===== config.mk =====
export PLATFORM = sky130hd
export DESIGN_NAME = uart_line_buffer
export DESIGN_NICKNAME = d
export VERILOG_FILES = /design/src/rtl/uart_pkg.sv /design/src/rtl/line_buf_ram.sv /design/src/rtl/uart_line_buffer.sv
export SDC_FILE = /design/constraint.sdc
export NUM_CORES = 1
export LEC_CHECK = 0
export CAP_MARGIN = 5
export CORE_AREA = 2 2 187 189
export DETAILED_ROUTE_END_ITERATION = 7
export DIE_AREA = 0 0 189 191
export GPL_TIMING_DRIVEN = 0
export SETUP_SLACK_MARGIN = 0.15
export SLEW_MARGIN = 10
export SYNTH_ARGS = -nofsm -noshare
export SYNTH_HDL_FRONTEND = slang
export SYNTH_SLANG_ARGS = --single-unit

===== constraint.sdc =====
create_clock -name clk -period 4.2 [get_ports clk]
set_input_delay 0.63 -clock clk [delete_from_list [all_inputs] [get_ports clk]]
set_output_delay 0.63 -clock clk [all_outputs]
set_load 0.05 [all_outputs]

===== src/rtl/uart_pkg.sv =====
// Shared types and character constants for the UART line buffer.
package uart_pkg;

  typedef enum logic [1:0] {
    COLLECT = 2'd0,
    DRAIN   = 2'd1,
    SEND_CR = 2'd2,
    SEND_LF = 2'd3
  } state_e;

  localparam logic [7:0] CHAR_CR = 8'h0D;
  localparam logic [7:0] CHAR_LF = 8'h0A;
  localparam logic [7:0] CHAR_BS = 8'h08;

endpackage


===== src/rtl/line_buf_ram.sv =====
// Line storage: one write port, one registered read port, no reset.
module line_buf_ram #(
  parameter int DATA_WIDTH = 8,
  parameter int DEPTH      = 32,
  parameter int AW         = $clog2(DEPTH)
) (
  input  logic                  clk,
  input  logic                  we_i,
  input  logic [AW-1:0]         waddr_i,
  input  logic [DATA_WIDTH-1:0] wdata_i,
  input  logic [AW-1:0]         raddr_i,
  output logic [DATA_WIDTH-1:0] rdata_o
);

  logic [DATA_WIDTH-1:0] mem_q [DEPTH];
  logic [DATA_WIDTH-1:0] rdata_q;

  always_ff @(posedge clk) begin
    if (we_i) mem_q[waddr_i] <= wdata_i;
    rdata_q <= mem_q[raddr_i];
  end

  assign rdata_o = rdata_q;

endmodule


===== src/rtl/uart_line_buffer.sv =====
// Collects a line of received characters (with backspace editing) and, on CR,
// replays it to the transmitter followed by CR LF.
//   state   | meaning
//   COLLECT | accept rx characters into the line buffer
//   DRAIN   | send stored characters in order
//   SEND_CR | send carriage return
//   SEND_LF | send line feed, then clear the line
module uart_line_buffer
  import uart_pkg::*;
#(
  parameter int DATA_WIDTH = 8,
  parameter int DEPTH      = 32
) (
  input  logic                       clk,
  input  logic                       rstn,
  input  logic [DATA_WIDTH-1:0]      rx_data,
  input  logic                       rx_valid,
  output logic [DATA_WIDTH-1:0]      tx_data,
  output logic                       tx_valid,
  input  logic                       tx_ready,
  output logic [$clog2(DEPTH+1)-1:0] line_len,
  output logic                       busy,
  output logic                       overflow
);

  localparam int AW = $clog2(DEPTH);
  localparam int LW = $clog2(DEPTH+1);

  state_e          state_q, state_d;
  logic [LW-1:0]   len_q, len_d;
  logic [AW-1:0]   rd_idx_q, rd_idx_d;
  logic            ovf_q, ovf_d;
  logic            tx_valid_q;
  logic            wr_en;
  logic            is_cr, is_bs, hs, last_char;
  logic [DATA_WIDTH-1:0] ram_rdata;

  assign is_cr     = (rx_data == DATA_WIDTH'(CHAR_CR));
  assign is_bs     = (rx_data == DATA_WIDTH'(CHAR_BS));
  assign hs        = tx_valid_q && tx_ready;
  assign last_char = ((LW'(rd_idx_q) + LW'(1)) == len_q);

  always_comb begin
    state_d  = state_q;
    len_d    = len_q;
    rd_idx_d = rd_idx_q;
    ovf_d    = ovf_q;
    wr_en    = 1'b0;
    case (state_q)
      COLLECT: begin
        rd_idx_d = '0;
        if (rx_valid) begin
          if (is_cr) begin
            state_d = (len_q != '0) ? DRAIN : SEND_CR;
          end else if (is_bs) begin
            if (len_q != '0) len_d = len_q - LW'(1);
          end else if (len_q == LW'(DEPTH)) begin
            ovf_d = 1'b1;
          end else begin
            wr_en = 1'b1;
            len_d = len_q + LW'(1);
          end
        end
      end
      DRAIN: begin
        if (hs) begin
          if (last_char) begin
            state_d  = SEND_CR;
            rd_idx_d = '0;
          end else begin
            rd_idx_d = rd_idx_q + AW'(1);
          end
        end
      end
      SEND_CR: begin
        if (hs) state_d = SEND_LF;
      end
      SEND_LF: begin
        if (hs) begin
          state_d = COLLECT;
          len_d   = '0;
          ovf_d   = 1'b0;
        end
      end
      default: state_d = COLLECT;
    endcase
  end

  always_ff @(posedge clk) begin
    if (!rstn) begin
      state_q    <= COLLECT;
      len_q      <= '0;
      rd_idx_q   <= '0;
      ovf_q      <= 1'b0;
      tx_valid_q <= 1'b0;
    end else begin
      state_q    <= state_d;
      len_q      <= len_d;
      rd_idx_q   <= rd_idx_d;
      ovf_q      <= ovf_d;
      tx_valid_q <= (state_d != COLLECT);
    end
  end

  // Read address follows the next index so the registered read lands with the state.
  line_buf_ram #(
    .DATA_WIDTH(DATA_WIDTH),
    .DEPTH     (DEPTH),
    .AW        (AW)
  ) u_ram (
    .clk    (clk),
    .we_i   (wr_en),
    .waddr_i(len_q[AW-1:0]),
    .wdata_i(rx_data),
    .raddr_i(rd_idx_d),
    .rdata_o(ram_rdata)
  );

  always_comb begin
    tx_data = '0;
    case (state_q)
      DRAIN:   tx_data = ram_rdata;
      SEND_CR: tx_data = DATA_WIDTH'(CHAR_CR);
      SEND_LF: tx_data = DATA_WIDTH'(CHAR_LF);
      default: tx_data = '0;
    endcase
  end

  assign tx_valid = tx_valid_q;
  assign busy     = (state_q != COLLECT);
  assign line_len = len_q;
  assign overflow = ovf_q;

endmodule


==> summary.txt, run 1 <==
Results of the flow run.

The die extent in y stands at 191 um. After filler insertion, the fill cell instance count of the layout stands at 3198. The deepest clock path buffer count stands at 3.

In the final timing run, aggregate negative setup slack is 0 ns. From left edge to right edge, the die measures 189 um. The post-synthesis cell type count stands at 51. The overall die area stands at approximately 0.036 mm^2. The report puts the cell count of the worst reg-to-reg path at 11. RePlAce ended its routability-driven mode at a weighted congestion of 0.865. Net switching is 20.5% of the power. The critical path is of the flip-flop to flip-flop type. The routed design shows a wire length per standard cell of 21.7 um. The aggregate global routing overflow stands at 0. The report counts max-capacitance violations totalling 0. Summing the areas of all compound-gate instances in the mapped netlist gives between 10% and 20% of the synthesized area.

The share of power burned in the clock network stands at 43.7%. The clock input transition at the sequential cells of the worst setup and hold paths stands at 0.06 ns. TritonCTS built the clock tree. The total I/O pin count stands at 29.

The async set or reset register ratio after synthesis stands at 0%. The maximum frequency from static timing analysis stands at approximately 0.26 GHz. STA classifies the critical path startpoint as a flip-flop. The net count after synthesis stands at 938. Overall routing resource usage recorded by global route was 17.5%.

Yosys shows that the main logic family after synthesis is simple AND/OR/NAND/NOR gates. The layout stage reports a final design area of around 0.014 mm^2. Of the post-synthesis cell area, the dominant cell type holds 65.3%. Yosys reports that the most numerous cell types are edfxtp_1 (256), nand2_1 (138), nor2_1 (63). The run finished with clean final reports.

Setup repair after global routing left no endpoint under its margin.
## run 1: routing by layer
layer  routed length (um)  vias to the layer above  track usage (%)
met2                14900                      248             28.5
met3                 2010                       48             2.75
met1                14000                     3911             24.4
li1                     -                     3630                -
met5                    0                        -                0
met4                  782                        0             4.39
## run 1: layout make-up
| class | count | area, um^2 | area share [%] |
|---|---|---|---|
| Tap cell | 455 | 569 | 4.20 |
| Timing Repair Buffer | 29 | 268 | 1.98 |
| Clock buffer | 36 | 782 | 5.77 |
| Multi-Input combinational cell | 569 | 3290 | 24.3 |
| Buffer | 68 | 333 | 2.46 |
| Inverter | 4 | 15.0 | 0.111 |
| Sequential cell | 279 | 8150 | 60.2 |
| Clock inverter | 17 | 140 | 1.03 |
## run 1: path summary, 6_finish.rpt
| path | start | to | slack, ns |
|---|---|---|---|
| worst min register to register | overflow | overflow | 0.52 |
| worst max register to register | rd_idx_q[0] | u_ram.rdata_o[5] | 0.35 |
| worst max-delay path | rd_idx_q[0] | u_ram.rdata_o[5] | 0.35 |
| worst min-delay path | overflow | overflow | 0.52 |
## run 1: power groups by stage
stage | Clock, mW | Combinational [mW] | Sequential [mW]
2_1_floorplan | 0 | 0.0495 | 3.12
3_3_place_gp | 0 | 0.144 | 3.12
3_5_place_dp | 0 | 0.145 | 3.12
4_1_cts | 2.51 | 0.145 | 3.06
5_1_grt | 2.62 | 0.157 | 3.06
6_report | 2.49 | 0.145 | 3.06
## run 1: state kept, by name (all words and copies together), names as in the netlist
signal	count
state_q	2
rd_idx_q	5
overflow	1
tx_valid	1
u_ram.mem_q	256
u_ram.rdata_o	8
line_len	6
## run 1: worst max-delay path, cell delays in order, from the launching register on
cell	delay, ns
dfxtp_1	0.38
ha_1	0.29
and3b_1	0.18
or3_1	0.35
a31oi_2	0.19
o21ai_1	0.19
nand2_1	0.31
clkbuf_1	0.55
a211oi_1	0.19
o2111ai_1	0.30
o2111ai_1	0.35
nor4_1	0.42
## run 1: metrics by stage
| stage | hold WS (ns) | util [%] | worst slack [ns] | total power, mW |
|---|---|---|---|---|
| 2_1_floorplan | 0.644 | - | 1.25 | 3.17 |
| 3_3_place_gp | 0.511 | 37.0 | -0.757 | 3.26 |
| 3_5_place_dp | 0.516 | 37.0 | -0.360 | 3.26 |
| 4_1_cts | 0.525 | 39.7 | 0.210 | 5.72 |
| 5_1_grt | 0.551 | 39.7 | 0.157 | 5.84 |
| 6_report | 0.523 | 39.7 | 0.351 | 5.69 |
## run 1: timing repair
item / 4_1_cts / 5_1_grt
setup endpoints to repair: 0 / 6
endpoints found under the hold margin: 0 / 0
gates resized: 0 / 4
## run 1: kinds of logic after synthesis
| logic type | Yosys count |
|---|---|
| multiplexers | 11 |
| flip-flops | 279 |
| XOR/XNOR | 10 |
| AND/OR/NAND/NOR | 366 |
| adder cells (fa/ha/maj) | 6 |
| buffers and inverters | 72 |
| AND-OR/OR-AND | 176 |
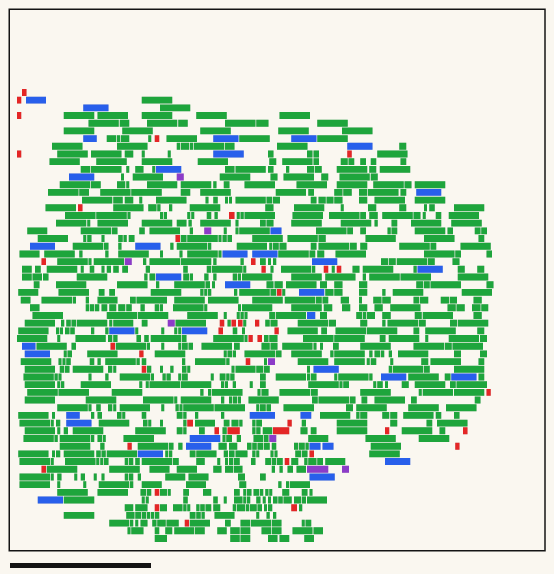
run_1/sizing.png
The bar under the picture is 50 um long.
- green: x1 and smaller (cells 910)
- purple: x3 and x4 (cells 8)
- red: x2 (cells 44)
- blue: x6 and larger (cells 40)

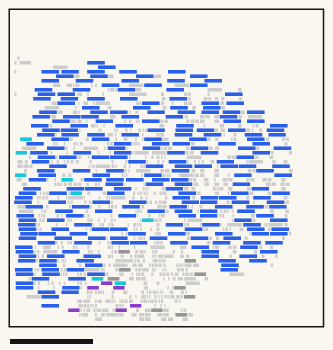
run_1/ff_map.png
The bar under the picture is 50 um long.
- purple: `line_len` (sequential cells 6)
- cyan: `u_ram.rdata_o` (sequential cells 8)
- blue: `u_ram.mem_q` (sequential cells 256)
- not coloured: 9

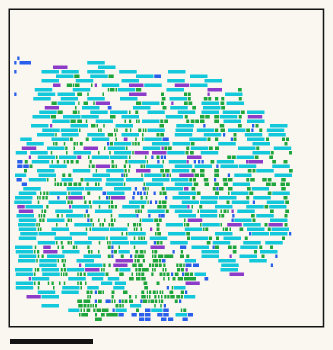
run_1/class_map.png
The bar under the picture is 50 um long.
- cyan: registers (cells 279; share of their area 63%)
- blue: remaining buffers and delay cells (cells 97; share of their area 4.6%)
- purple: clock drivers and dummy loads (cells 53; share of their area 7.1%)
- green: remaining logic cells (cells 573; share of their area 25%)

==> run 2: changes to the inputs <==
--- a/config.mk
+++ b/config.mk
@@ -11,6 +11,7 @@
 export DIE_AREA = 0 0 189 191
 export GPL_TIMING_DRIVEN = 0
 export SETUP_SLACK_MARGIN = 0.15
+export SKIP_LAST_GASP = 1
 export SLEW_MARGIN = 10
 export SYNTH_ARGS = -nofsm -noshare
 export SYNTH_HDL_FRONTEND = slang
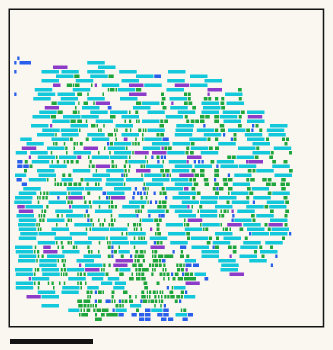
run_2/class_map.png
The bar under the picture is 50 um long.
- green: remaining logic cells (cells 573; share of their area 25%)
- purple: clock drivers and dummy loads (cells 53; share of their area 7.1%)
- cyan: registers (cells 279; share of their area 63%)
- blue: remaining buffers and delay cells (cells 97; share of their area 4.6%)

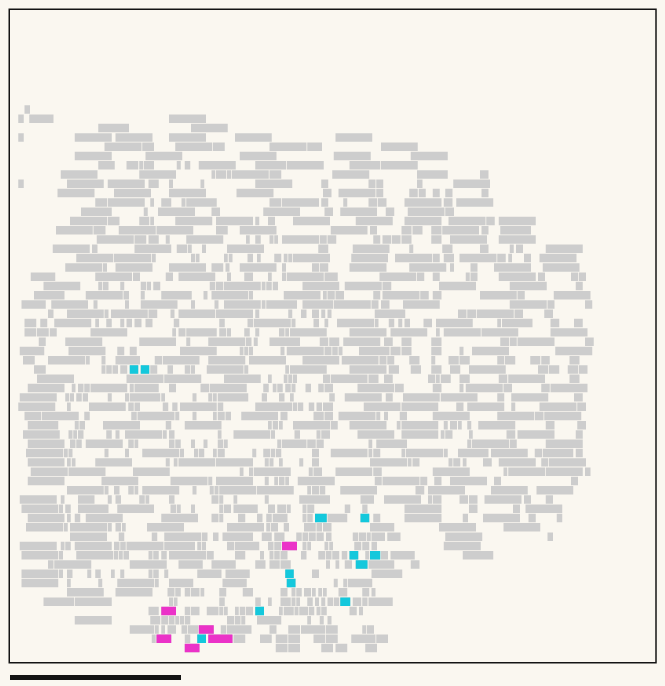
run_2/gates.png
The bar under the picture is 50 um long.
- magenta: fa/ha/maj cells (cells 6; most used ha_1)
- cyan: non-inverting ao/oa cells (cells 12; most used a21o_1; where bottom middle)

==> summary.txt, run 2 <==
Results of the flow run.

Among the stages of the critical path, the cell type that occurs most often is o2111ai_1. The longest clock path from root to sink contains 3 buffers. Per report_power, the clock group accounts for between 40% and 50% of the total. In the final layout, flip-flops and latches occupy 0.00815 mm^2.

The worst reg-to-reg setup slack stands at 0.35 ns. The flip-flop count of the largest register after layout stands at between 200 and 300. The cell sequence reported for the critical path is ha_1 -> and3b_1 -> or3_1 -> a31oi_2 -> o21ai_1 -> nand2_1 -> clkbuf_1 -> a211oi_1 -> o2111ai_1 -> o2111ai_1 -> nor4_1. The overall die width stands at 189 um. STA classifies the critical path startpoint as a flip-flop.

The maximum frequency from static timing analysis stands at 0.260 GHz. Looking at the critical path, the single cell with the biggest stage delay is clkbuf_1. The overall die area stands at between 0.03 and 0.04 mm^2.

The final layout report lists a filler cell count of 3198. In the synthesized netlist, the cells that appear most often are edfxtp_1 (256), nand2_1 (138), nor2_1 (63). The aggregate global routing overflow stands at 0. The die extent in y stands at 191 um. For the worst flop-to-flop path, the logic depth is 11.

STA lists the startpoint of the worst hold path as overflow. The run finished with clean final reports. Dividing the detail-routed wire length by the instance count gives 21.7 um. More flip-flops sit in one register than any other, and that register is u_ram.mem_q. Per the breakdown, switching nets consume 20.5% of all power. The post-route utilization of the core is recorded as roughly two fifths. Grouping stages by cell kind, the critical path spends the most delay in simple AND/OR/NAND/NOR gates. The post-cts gate resize count stands at 0. The clock input transition at the sequential cells of the worst setup and hold paths stands at 0.06 ns. Summed over all routing layers, the global router reports a total usage of around 17%. The share of the synthesized area in the top cell type stands at 65.3%. Max-cap violations in this run came to 0. Looking at the reg2reg group, the worst path ends at u_ram.rdata_o[5]. During I/O placement, the number of pins put on the boundary was 29.
==> run 2: area by class of cell <==
| type | count | share of cell area, % |
|---|---|---|
| buffer | 68 | 2.46 |
| clock buffer | 36 | 5.77 |
| clock inverter | 17 | 1.03 |
| inverter | 4 | 0.111 |
| multi-input combinational | 569 | 24.3 |
| sequential | 279 | 60.2 |
| tap | 455 | 4.20 |
| timing repair buffer | 29 | 1.98 |
==> run 2: power by group through the flow <==
| stage | Clock, mW | Combinational [mW] | Sequential, mW |
|---|---|---|---|
| floorplan | 0 | 0.0495 | 3.12 |
| global placement | 0 | 0.144 | 3.12 |
| detailed placement | 0 | 0.145 | 3.12 |
| CTS | 2.51 | 0.145 | 3.06 |
| global route | 2.62 | 0.157 | 3.06 |
| finish | 2.49 | 0.145 | 3.06 |
==> run 2: tightest hold or removal path, delay by kind of cell, from the launching register on <==
family             cells  cell delay (ns)
DFF                    1             0.31
AOI/OAI and AO/OA      1             0.11
and+or+nand+nor        1             0.05
==> run 2: how the worst max path moves through the flow <==
stage                startpoint               end  slack [ns]  depth (start not counted)
finish              rd_idx_q[0]  u_ram.rdata_o[5]        0.35                         11
global route        rd_idx_q[0]  u_ram.rdata_o[4]        0.16                         11
CTS                  rx_data[6]       line_len[5]        0.21                         14
detailed placement   rx_data[6]       line_len[5]       -0.36                         14
global placement     rx_data[4]       line_len[5]       -0.76                         14
floorplan            rx_data[5]       line_len[5]        1.25                         13
==> run 2: cells by family after synthesis <==
family	Yosys count	share of synthesized area, %
AOI/OAI and AO/OA	176	10.8
xor gates and xnor gates	10	0.744
adders and majority gates	6	0.701
DFF	279	69.2
and+or+nand+nor	366	14.8
muxes	11	0.935
buffers and inverters	72	2.93
==> run 2: stage by stage <==
step / setup slack, ns / area (um^2) / hold slack [ns] / TNS (ns) / power, mW
after CTS: 0.210 / 13500 / 0.525 / 0 / 5.72
after floorplan: 1.25 / 11800 / 0.644 / 0 / 3.17
after global routing: 0.157 / 13500 / 0.551 / 0 / 5.84
after global placement: -0.757 / 12600 / 0.511 / -56.42 / 3.26
final: 0.351 / 13500 / 0.523 / 0 / 5.69
after detailed placement: -0.360 / 12600 / 0.516 / -0.755 / 3.26
==> run 2: routing by layer <==
metal  global-route usage (%)  vias up  share of wire (%)  routed length, um
li1                         -     3630                  -                  -
met1                     24.4     3911                 44              14000
met2                     28.5      248                 47              14900
met3                     2.75       48                6.3               2010
met4                     4.39        0                2.5                782
met5                        0        -                  0                  0
run_2/congestion_map.png
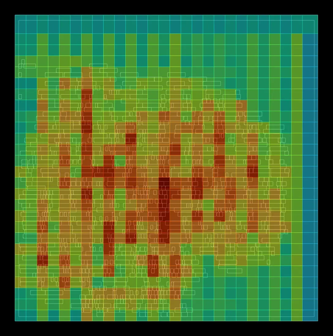

==> run 3: changes to the inputs <==
--- a/config.mk
+++ b/config.mk
@@ -6,10 +6,10 @@
 export NUM_CORES = 1
 export LEC_CHECK = 0
 export CAP_MARGIN = 5
-export CORE_AREA = 2 2 187 189
+export CORE_AREA = 2 2 153 230
 export DETAILED_ROUTE_END_ITERATION = 7
-export DIE_AREA = 0 0 189 191
-export GPL_TIMING_DRIVEN = 0
+export DIE_AREA = 0 0 155 232
+export GPL_ROUTABILITY_DRIVEN = 1
 export SETUP_SLACK_MARGIN = 0.15
 export SKIP_LAST_GASP = 1
 export SLEW_MARGIN = 10
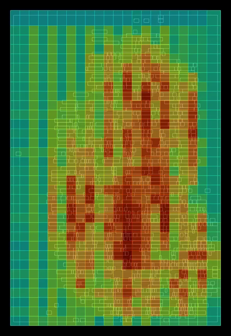
run_3/congestion_map.png
core occupancy in the finished layout: 39.7%
met1 Resource Use GR: 19.9%
met2 GRT Util: 32.5%

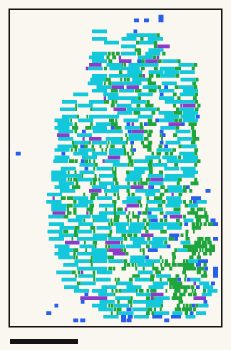
run_3/class_map.png
The bar under the picture is 50 um long.
- cyan: registers (cells 279; share of their area 63%)
- purple: clock drivers and dummy loads (cells 47; share of their area 6.0%)
- green: remaining logic cells (cells 573; share of their area 26%)
- blue: remaining buffers and delay cells (cells 76; share of their area 5.2%)

==> summary.txt, run 3 <==
Results of the flow run.

More flip-flops sit in one register than any other, and that register is u_ram.mem_q. Measured along the x axis, the die boundary spans about 160 um. Grouping non-sequential cells by family puts the most area in simple AND/OR/NAND/NOR gates.

For reference, the most critical setup path is categorized as flip-flop to flip-flop. Yosys mapped the design onto 51 distinct sky130hd cell types. The register with the most flip-flops in the layout has 256 of them. The count of nets left with antenna violations once routing finished came out at 0. The total power after layout stands at 5.44 mW. The tally of max-capacitance violations stands at 0.

The die extent in y stands at 232 um. The worst hold margin stands at around 0.56 ns. Setup repair after global routing left no endpoint under its margin. The fraction of power spent switching nets stands at between 20% and 30%.

Per the post-CTS timing run, clock transition at the registers of the reported paths is 0.06 ns. In this run, the clock network consumes 40.9% of the power. Per the gpl log, the routability congestion estimate is 0.878. In the layout the commonest cells are edfxtp_1 (256), nand2_1 (137), nor2_1 (63), and3_1 (59), a211oi_1 (56).

The share of the synthesized area in the top cell type stands at between 60% and 70%. Counting flops with an async set or reset pin after synthesis yields a share of 0%. Across every metal layer, demand over resource in global routing totals 17.7%. The number of buffers added to fix hold violations after cts stands at 0.

Yosys reports the multiplexer fraction of the synthesized area as 0.935%. For this block, the routed nets add up to 31900 um of wire. Of the total synthesized cell area, the portion taken by AND-OR and OR-AND cells is 10.8%. The arrival time at the worst endpoint stands at between 4 and 5 ns. Global routing finished with a remaining overflow of 0. The post-synthesis simple-gate area fraction stands at 14.8%. The deepest clock path buffer count stands at 3. The xor and xnor area share after synthesis stands at less than 1%.

The flow ran to the end, and the final reports show no timing, DRC or antenna violations. Per the detail_route report, routed wire per instance is 22.8 um. Per the final layout report, the fraction of cells sized above drive strength 1 comes to 9.23%.

The area share of fa/ha/maj cells after synthesis stands at 0.701%. TritonCTS built the clock tree. The overall die area stands at between 0.03 and 0.04 mm^2.
## run 3: cell counts after synthesis
No cell type changed its count.
## run 3: area by class of cell
cell class,count,area (um^2)
Clock buffer,39,721
Clock inverter,8,61.3
Fill cell,3122,20500
Inverter,4,15.0
Multi-Input combinational cell,569,3320
Sequential cell,279,8150
Tap cell,425,532
Timing Repair Buffer,76,678
## run 3: repair_timing
action	in CTS	in global routing
resized	0	0
endpoints found under the setup margin	0	2
hold endpoints to repair	0	0
## run 3: cells by family (layout without fill, tap and decap cells)
| kind of cell | count (synthesis) | count (layout) |
|---|---|---|
| compound gates | 176 | 176 |
| xor+xnor | 10 | 10 |
| fa+ha+maj | 6 | 6 |
| buf+inv | 72 | 127 |
| flops | 279 | 279 |
| mux | 11 | 11 |
| simple gates | 366 | 366 |
## run 3: worst max-delay path, cell delays in order (launching register included)
cell	delay (ns)
dfxtp_1	0.49
ha_1	0.36
xor2_1	0.17
nor2_1	0.11
nand4_1	0.14
or2_1	0.39
a41oi_4	0.66
buf_4	0.37
a211oi_1	0.09
a31oi_1	0.28
o2111ai_1	0.25
nor4_1	0.27
## run 3: power by group through the flow
stage / clock network [mW] / registers (mW) / logic (mW)
final: 2.23 / 3.06 / 0.159
after global routing: 2.37 / 3.06 / 0.168
after CTS: 2.25 / 3.06 / 0.161
after detailed placement: 0 / 3.12 / 0.160
after global placement: 0 / 3.12 / 0.159
after floorplan: 0 / 3.12 / 0.0495
## run 3: path summary, 6_finish.rpt
kind                                  start          endpoint  slack [ns]
worst max-delay path            rd_idx_q[0]  u_ram.rdata_o[5]        0.51
worst min-delay path               overflow          overflow        0.56
worst max register to register  rd_idx_q[0]  u_ram.rdata_o[5]        0.51
worst min register to register     overflow          overflow        0.56
## run 3: stage by stage
stage,setup WS (ns),cells,cell area [um^2]
2_1_floorplan,1.25,920,11800
3_3_place_gp,0.435,1353,12700
3_5_place_dp,0.396,1353,12700
4_1_cts,0.369,1400,13500
5_1_grt,0.250,1400,13500
6_report,0.511,1400,13500
## run 3: routing by layer
metal,GRT usage [%],part of all wire [%],wire [um],up-vias
li1,-,-,-,3557
met1,19.9,37,11900,3843
met2,32.5,53,16900,255
met3,2.37,4.8,1530,66
met4,9.03,5.0,1600,0
met5,0,0,0,-
No activity file was given, so power comes from the tool's default toggle rates.
